==> config.mk <==
export PLATFORM = sky130hd
export DESIGN_NAME = status_message_encoder
export DESIGN_NICKNAME = d
export VERILOG_FILES = /design/src/rtl/status_message_encoder.sv
export SDC_FILE = /design/constraint.sdc
export NUM_CORES = 1
export LEC_CHECK = 0
export CAP_MARGIN = 15
export CELL_PAD_IN_SITES_DETAIL_PLACEMENT = 1
export CELL_PAD_IN_SITES_GLOBAL_PLACEMENT = 1
export CORE_AREA = 2 2 101 103
export CTS_CLUSTER_DIAMETER = 60
export CTS_CLUSTER_SIZE = 40
export DETAILED_ROUTE_END_ITERATION = 12
export DIE_AREA = 0 0 103 105
export PLACE_DENSITY = 0.8
export RECOVER_POWER = 100
export SYNTH_ARGS = -nofsm -noshare
export SYNTH_HDL_FRONTEND = slang
export SYNTH_SLANG_ARGS = --single-unit
==> constraint.sdc <==
create_clock -name clk -period 4.8 [get_ports clk]
set_clock_uncertainty 0.1 [all_clocks]
set_input_delay 0.72 -clock clk [delete_from_list [all_inputs] [get_ports clk]]
set_output_delay 0.72 -clock clk [all_outputs]
set_load 0.03 [all_outputs]
Fig. 1: run 1, the metal 1 layer
Scale bar: 20 µm. Supply wires on this layer in grey.
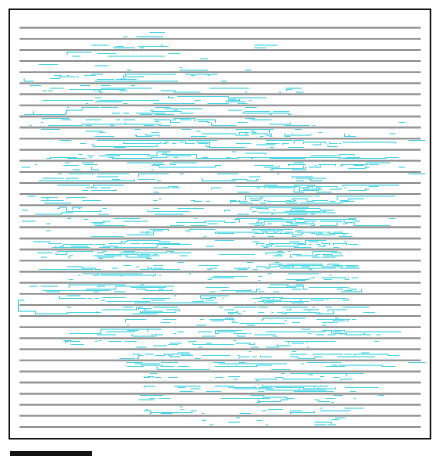
longest straight run: 24.8 µm
main direction: horizontal
share of all routed wire: 44%
nets with wire on the layer: 350
met1 Use GR: 0.210
total wire length: 7950 µm
vias: 2,556

Fig. 2: run 1, signal wires on met2
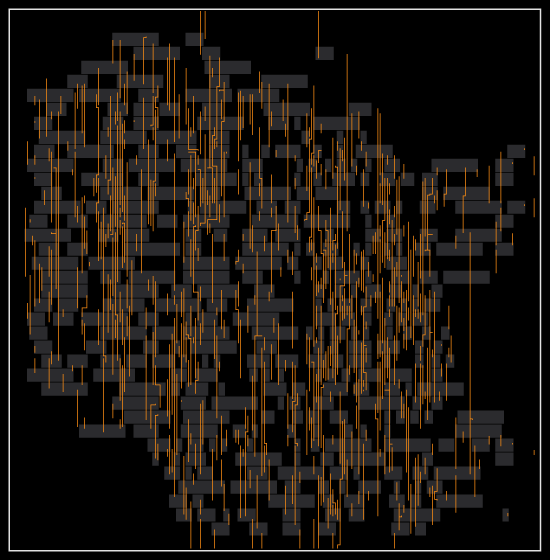
share of all routed wire: 52%
nets with wire on the layer: 347
wire length on this layer: 4,110 µm
longest straight run: 48.3 µm
met2 Usage GRT: 0.278

Fig. 3: run 1, signal wires on met3
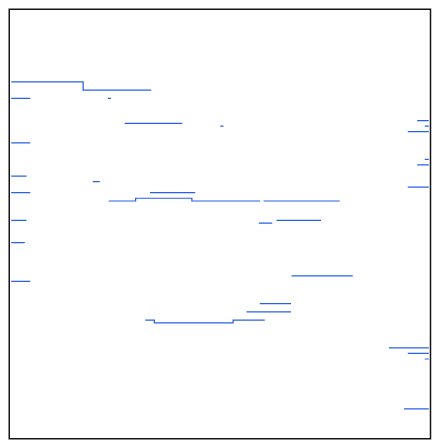
wire length on this layer: 260 µm
share of all routed wire: 3.3%
met3 Track Usage GR: 0.0355

==> flow_metrics.tcl, run 1 <==
# collected from the flow reports
set metrics [dict create \
    synthTopCellsByCount "dfrtp_1, mux2_2, nand2_1" \
    numSynthFlops 74 \
    core_area_um2 9640 \
    synth_top_cell_by_area "dfrtp_1" \
    synth.avg_cell_area_um2 11.8 \
    fp.dieArea_um2 10800 \
    drv_slew 0 \
    cts_setup_buffers 0 \
    met2_length_um 4110 \
    p_comb_frac 0.436 \
    antenna_cells 0 \
    grt_antenna_before_repair 0 \
    io_buffers 30 \
    crit_path_end_kind "primary output" \
    fin_nets 387 \
    r2r_slack_ns 2.30 \
    p_leak_nw 1.96 \
    worstHoldPathType "flip-flop to flip-flop" \
    cts_root_buf "clkbuf_8" \
    cts_tree "yes" \
    clock_path_buffers 2 \
    largest_reg_flops 36 \
    drv_cap 0 \
    path_cells "inv_1 > ha_1 > nand3b_1 > dlygate4sd3_1" \
    ff_type "dfrtp_1" \
    cts-buffers-inserted 9 \
    cp-start-kind "flip-flop" \
    hold_depth 1 \
    ys_warn_count 0 \
    hold_violations 0 \
    drc_errors 0 \
    setup_viol 0 \
    clock_latency_ns 0.36 \
    netSwitchingFraction 0.381 \
    p_sw_w 0.00109 \
    pwr-share-seq 0.383 \
    drt_pass1_iterations 4 \
    viasPerCell 5.18 \
    drt-wirelength-per-cell_um 16.1 \
    grt_pass1_wl_um 13800 \
    period_needed_ns 2.74 \
    synth.distinct_cells 47 \
    wl_met1_um 3490 \
    clock-sinks 74 \
    dpl.hpwl_um 5670 \
    grt_max_degree 40 \
    critical_path_class "flip-flop to primary output" \
    crit_fanout 3 \
    grt_pass1_vias 2801 \
    async_flop_share 1.00 \
    drt-initial-drc-count 103 \
    yosysSeqAreaShare 0.482 \
    clk_pin_slew_ns 0.09 \
    syn_inst 325 \
    fp_util 0.398 \
    crit_slowest_cell "dlygate4sd3_1" \
    status "finished, final reports clean" \
    dr.max_layer_used "met4" \
    io_pins 32 \
    vdd.ir_drop.worst_mv 0.320 \
    die_y_um 105 \
    synth.top_cell.area_share 0.482 \
    drtAntennaViolNets 0 \
    rsz0062_at_grt "no" \
    top_cells_by_area "dfrtp_1, mux2_2, ha_1, mux4_2, nand2_1" \
]
run 1: area by class of cell:
type,count,area [µm²]
fill,1061,5200
sequential,74,1850
multi-input combinational,220,1830
timing repair buffer,32,313
tap,133,166
clock buffer,9,124
clock inverter,7,82.6
inverter,18,67.6
run 1: stage by stage:
| stage | instances | cell area (µm²) | setup slack (ns) | hold WS (ns) |
|---|---|---|---|---|
| global placement | 476 | 4250 | 1.93 | 0.364 |
| finish | 493 | 4430 | 2.06 | 0.372 |
| floorplan | 325 | 3840 | 2.10 | 0.354 |
| CTS | 492 | 4460 | 2.10 | 0.384 |
| global route | 493 | 4430 | 1.97 | 0.406 |
| detailed placement | 476 | 4250 | 1.89 | 0.372 |
run 1: power by group through the flow:
stage          logic [W]  clock network, W  registers [W]
2_1_floorplan   0.000998                 0        0.00106
3_3_place_gp     0.00122                 0        0.00109
3_5_place_dp     0.00128                 0        0.00112
4_1_cts          0.00129          0.000527        0.00111
5_1_grt          0.00139          0.000559        0.00115
6_report         0.00125          0.000518        0.00110
run 1: critical path: cells and delay by family (launching register included):
family	cells	cell delay [ns]
adder cells (fa/ha/maj)	1	0.24
buffers and inverters	2	0.83
flip-flops	1	0.39
AND/OR/NAND/NOR	1	0.12
run 1: layer usage:
metal  vias up  global-route usage
li1       1211                   -
met5         -                   0
met1      1297               0.210
met4         0              0.0489
met3         9              0.0355
met2        39               0.278
run 1: cell families after synthesis:
logic type | after synthesis | synth area share
flip-flops | 74 | 0.482
multiplexers | 57 | 0.193
other | 1 | 0.000977
AND-OR/OR-AND | 48 | 0.0808
AND/OR/NAND/NOR | 79 | 0.106
adder cells (fa/ha/maj) | 19 | 0.0658
XOR/XNOR | 16 | 0.0365
buffers and inverters | 31 | 0.0342
run 1: layout by cell type (no fill, tap or decap), types with 3 or more instances in the layout:
| master | synthesis | final |
|---|---|---|
| a21oi_1 | 12 | 12 |
| o21ai_0 | 13 | 15 |
| clkbuf_8 | 0 | 9 |
| dfrtp_1 | 74 | 74 |
| nor2b_1 | 4 | 4 |
| nor2_1 | 12 | 13 |
| nand4_1 | 3 | 3 |
| xor2_1 | 6 | 6 |
| nand2_1 | 29 | 33 |
| ha_1 | 17 | 17 |
| inv_1 | 18 | 18 |
| a22o_1 | 4 | 4 |
| inv_6 | 0 | 3 |
| xnor2_1 | 10 | 10 |
| mux4_2 | 9 | 9 |
| mux2_2 | 46 | 46 |
| nand3_1 | 10 | 10 |
| dlygate4sd3_1 | 0 | 21 |
| clkdlybuf4s50_1 | 0 | 9 |
Fig. 4: run 1, routed metal per tile
21 x 21 tiles, from dark blue (low) to red (high), scaled to the fullest tile. Values are wire area over tile area, all layers added.
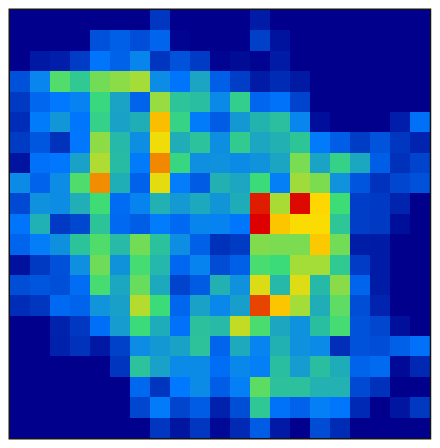

==> inputs of run 2 (changes only) <==
--- a/config.mk
+++ b/config.mk
@@ -13,7 +13,7 @@
 export CTS_CLUSTER_SIZE = 40
 export DETAILED_ROUTE_END_ITERATION = 12
 export DIE_AREA = 0 0 103 105
-export PLACE_DENSITY = 0.8
+export PLACE_DENSITY = 0.83
 export RECOVER_POWER = 100
 export SYNTH_ARGS = -nofsm -noshare
 export SYNTH_HDL_FRONTEND = slang
==> constraint.sdc (replaced) <==
create_clock -name clk -period 2.4 [get_ports clk]
set_clock_uncertainty 0.1 [all_clocks]
set_input_delay 0.36 -clock clk [delete_from_list [all_inputs] [get_ports clk]]
set_output_delay 0.36 -clock clk [all_outputs]
set_load 0.03 [all_outputs]
Fig. 5: run 2, routed metal per tile
21 x 21 tiles, from dark blue (low) to red (high), scaled to the fullest tile. Values are wire area over tile area, all layers added.
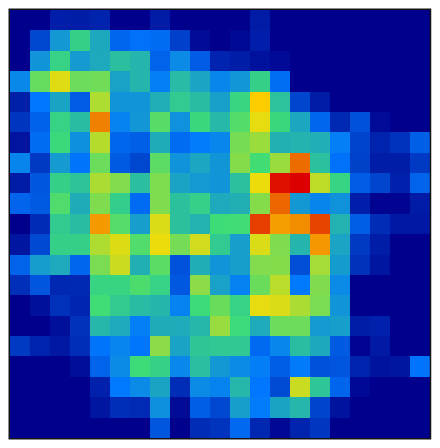
fullest tile: 0.47
emptiest ninth of the die: north-east
nearly empty tiles: 24%
total wire length: 8700 µm
Global Route Usage Sum: 0.178
vias: 2,672

Fig. 6: run 2, congestion heat map
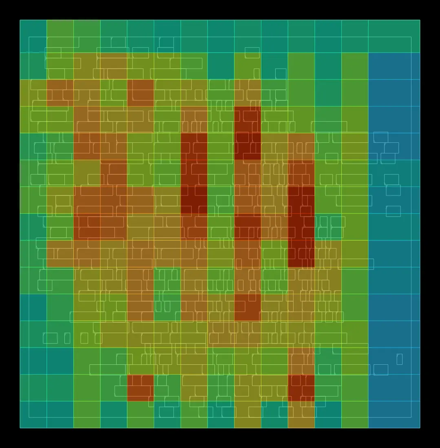
met1 Use GR: 0.217
Final Core Density: 0.478
met3 Track Usage GR: 0.0341
drt wl/cell: 17.0 µm
GR peak layer: met2

Fig. 7: run 2, signal wires on met3
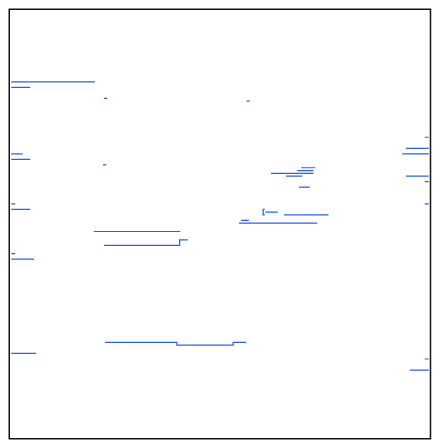
wire length on this layer: 210 µm
nets with wire on the layer: 26
main direction: horizontal

==> flow_metrics.tcl, run 2 <==
# collected from the flow reports
set metrics [dict create \
    drt-initial-drc-count 109 \
    clock-sinks 74 \
    cp-start-kind "flip-flop" \
    p_sw_w 0.00237 \
    r2r_slack_ns 0.16 \
    stdcell_count 511 \
    synth_top_cell_by_area "dfrtp_1" \
    vdd.ir_drop.worst_mv 0.560 \
    crit_slowest_cell "clkdlybuf4s50_1" \
    numSynthFlops 74 \
    synthTopCellsByCount "dfrtp_1, mux2_2, nand2_1" \
    post-place-cells 491 \
    num-fill-cells 1061 \
    crit_path_end_kind "primary output" \
    ff_type "dfrtp_1" \
    drtAntennaViolNets 0 \
    yosysSeqAreaShare 0.482 \
    top_cells_by_area "dfrtp_1, mux2_2, ha_1, mux4_2, nand2_1" \
    io_pins 32 \
    syn_inst 325 \
    grt_pass1_vias 2906 \
    die_y_um 105 \
    pwr-share-seq 0.366 \
    p_comb_frac 0.465 \
    p_leak_nw 2.03 \
    cp_num_buf_inv 2 \
    grt_max_degree 42 \
    drc_errors 0 \
    clock_latency_ns 0.35 \
    clock_path_buffers 2 \
    grt_pass1_wl_um 14700 \
    drv_slew 0 \
    final_layout_top_logic_cells "dfrtp_1, mux2_2, nand2_1, dlygate4sd3_1" \
    drt_pass1_iterations 4 \
    row_count 36 \
    synth.top_cell.area_share 0.482 \
    worstHoldPathType "flip-flop to flip-flop" \
    period_needed_ns 2.32 \
    path_cells "inv_1 > ha_1 > nand3b_1 > clkdlybuf4s50_1" \
    fp_util 0.398 \
    hold_violations 0 \
    hold_depth 1 \
    async_flop_share 1.00 \
    antenna_cells 0 \
    netSwitchingFraction 0.387 \
    critical_path_class "flip-flop to primary output" \
    cts_tree "yes" \
    ys_warn_count 0 \
    grt_antenna_before_repair 0 \
    crit_family "buffers and inverters" \
    core_area_um2 9640 \
    largest_reg_flops 36 \
    fp.dieArea_um2 10800 \
    whs_ns 0.371 \
    status "finished, final reports clean" \
    clk_pin_slew_ns 0.08 \
    crit_cells 4 \
    synth.distinct_cells 47 \
    drv_cap 0 \
]
[run 2: power groups by stage]
stage | clock network, W | registers [W] | logic (W)
floorplan | 0 | 0.00212 | 0.00200
global placement | 0 | 0.00217 | 0.00253
finish | 0.00103 | 0.00224 | 0.00285
detailed placement | 0 | 0.00224 | 0.00266
global route | 0.00112 | 0.00232 | 0.00315
CTS | 0.00106 | 0.00224 | 0.00279
[run 2: what timing repair did]
item / in CTS / in global routing
buffers inserted: 1 / 3
gates cloned: 0 / 0
resized: 2 / 13
setup endpoints to repair: 7 / 6
pin swaps: 2 / 5
hold buffers: 0 / 0
[run 2: logic make-up after synthesis]
logic type | share of synthesized area
compound gates | 0.0808
xor+xnor | 0.0365
fa+ha+maj | 0.0658
buf+inv | 0.0342
flops | 0.482
mux | 0.193
other cells | 0.000977
simple gates | 0.106
[run 2: cell type report]
| cell class | instances | area (µm²) | share of cell area |
|---|---|---|---|
| Multi-Input combinational cell | 220 | 1870 | 0.407 |
| Sequential cell | 74 | 1850 | 0.403 |
| Timing Repair Buffer | 50 | 432 | 0.0938 |
| Tap cell | 133 | 166 | 0.0362 |
| Clock buffer | 9 | 124 | 0.0269 |
| Clock inverter | 7 | 85.1 | 0.0185 |
| Inverter | 18 | 67.6 | 0.0147 |
[run 2: routing by layer]
layer,up-vias,part of all wire
li1,1245,-
met1,1375,0.42
met2,44,0.54
met3,8,0.024
met4,0,0.014
met5,-,0
[run 2: per-stage QoR]
step	util	instance area, µm²	setup slack, ns
2_1_floorplan	-	3840	0.0434
3_5_place_dp	0.452	4360	-0.185
4_1_cts	0.476	4590	0.0219
6_report	0.478	4600	0.0762
5_1_grt	0.478	4600	-0.0220
3_3_place_gp	0.452	4360	-0.0470
No activity file was given, so power comes from the tool's default toggle rates.
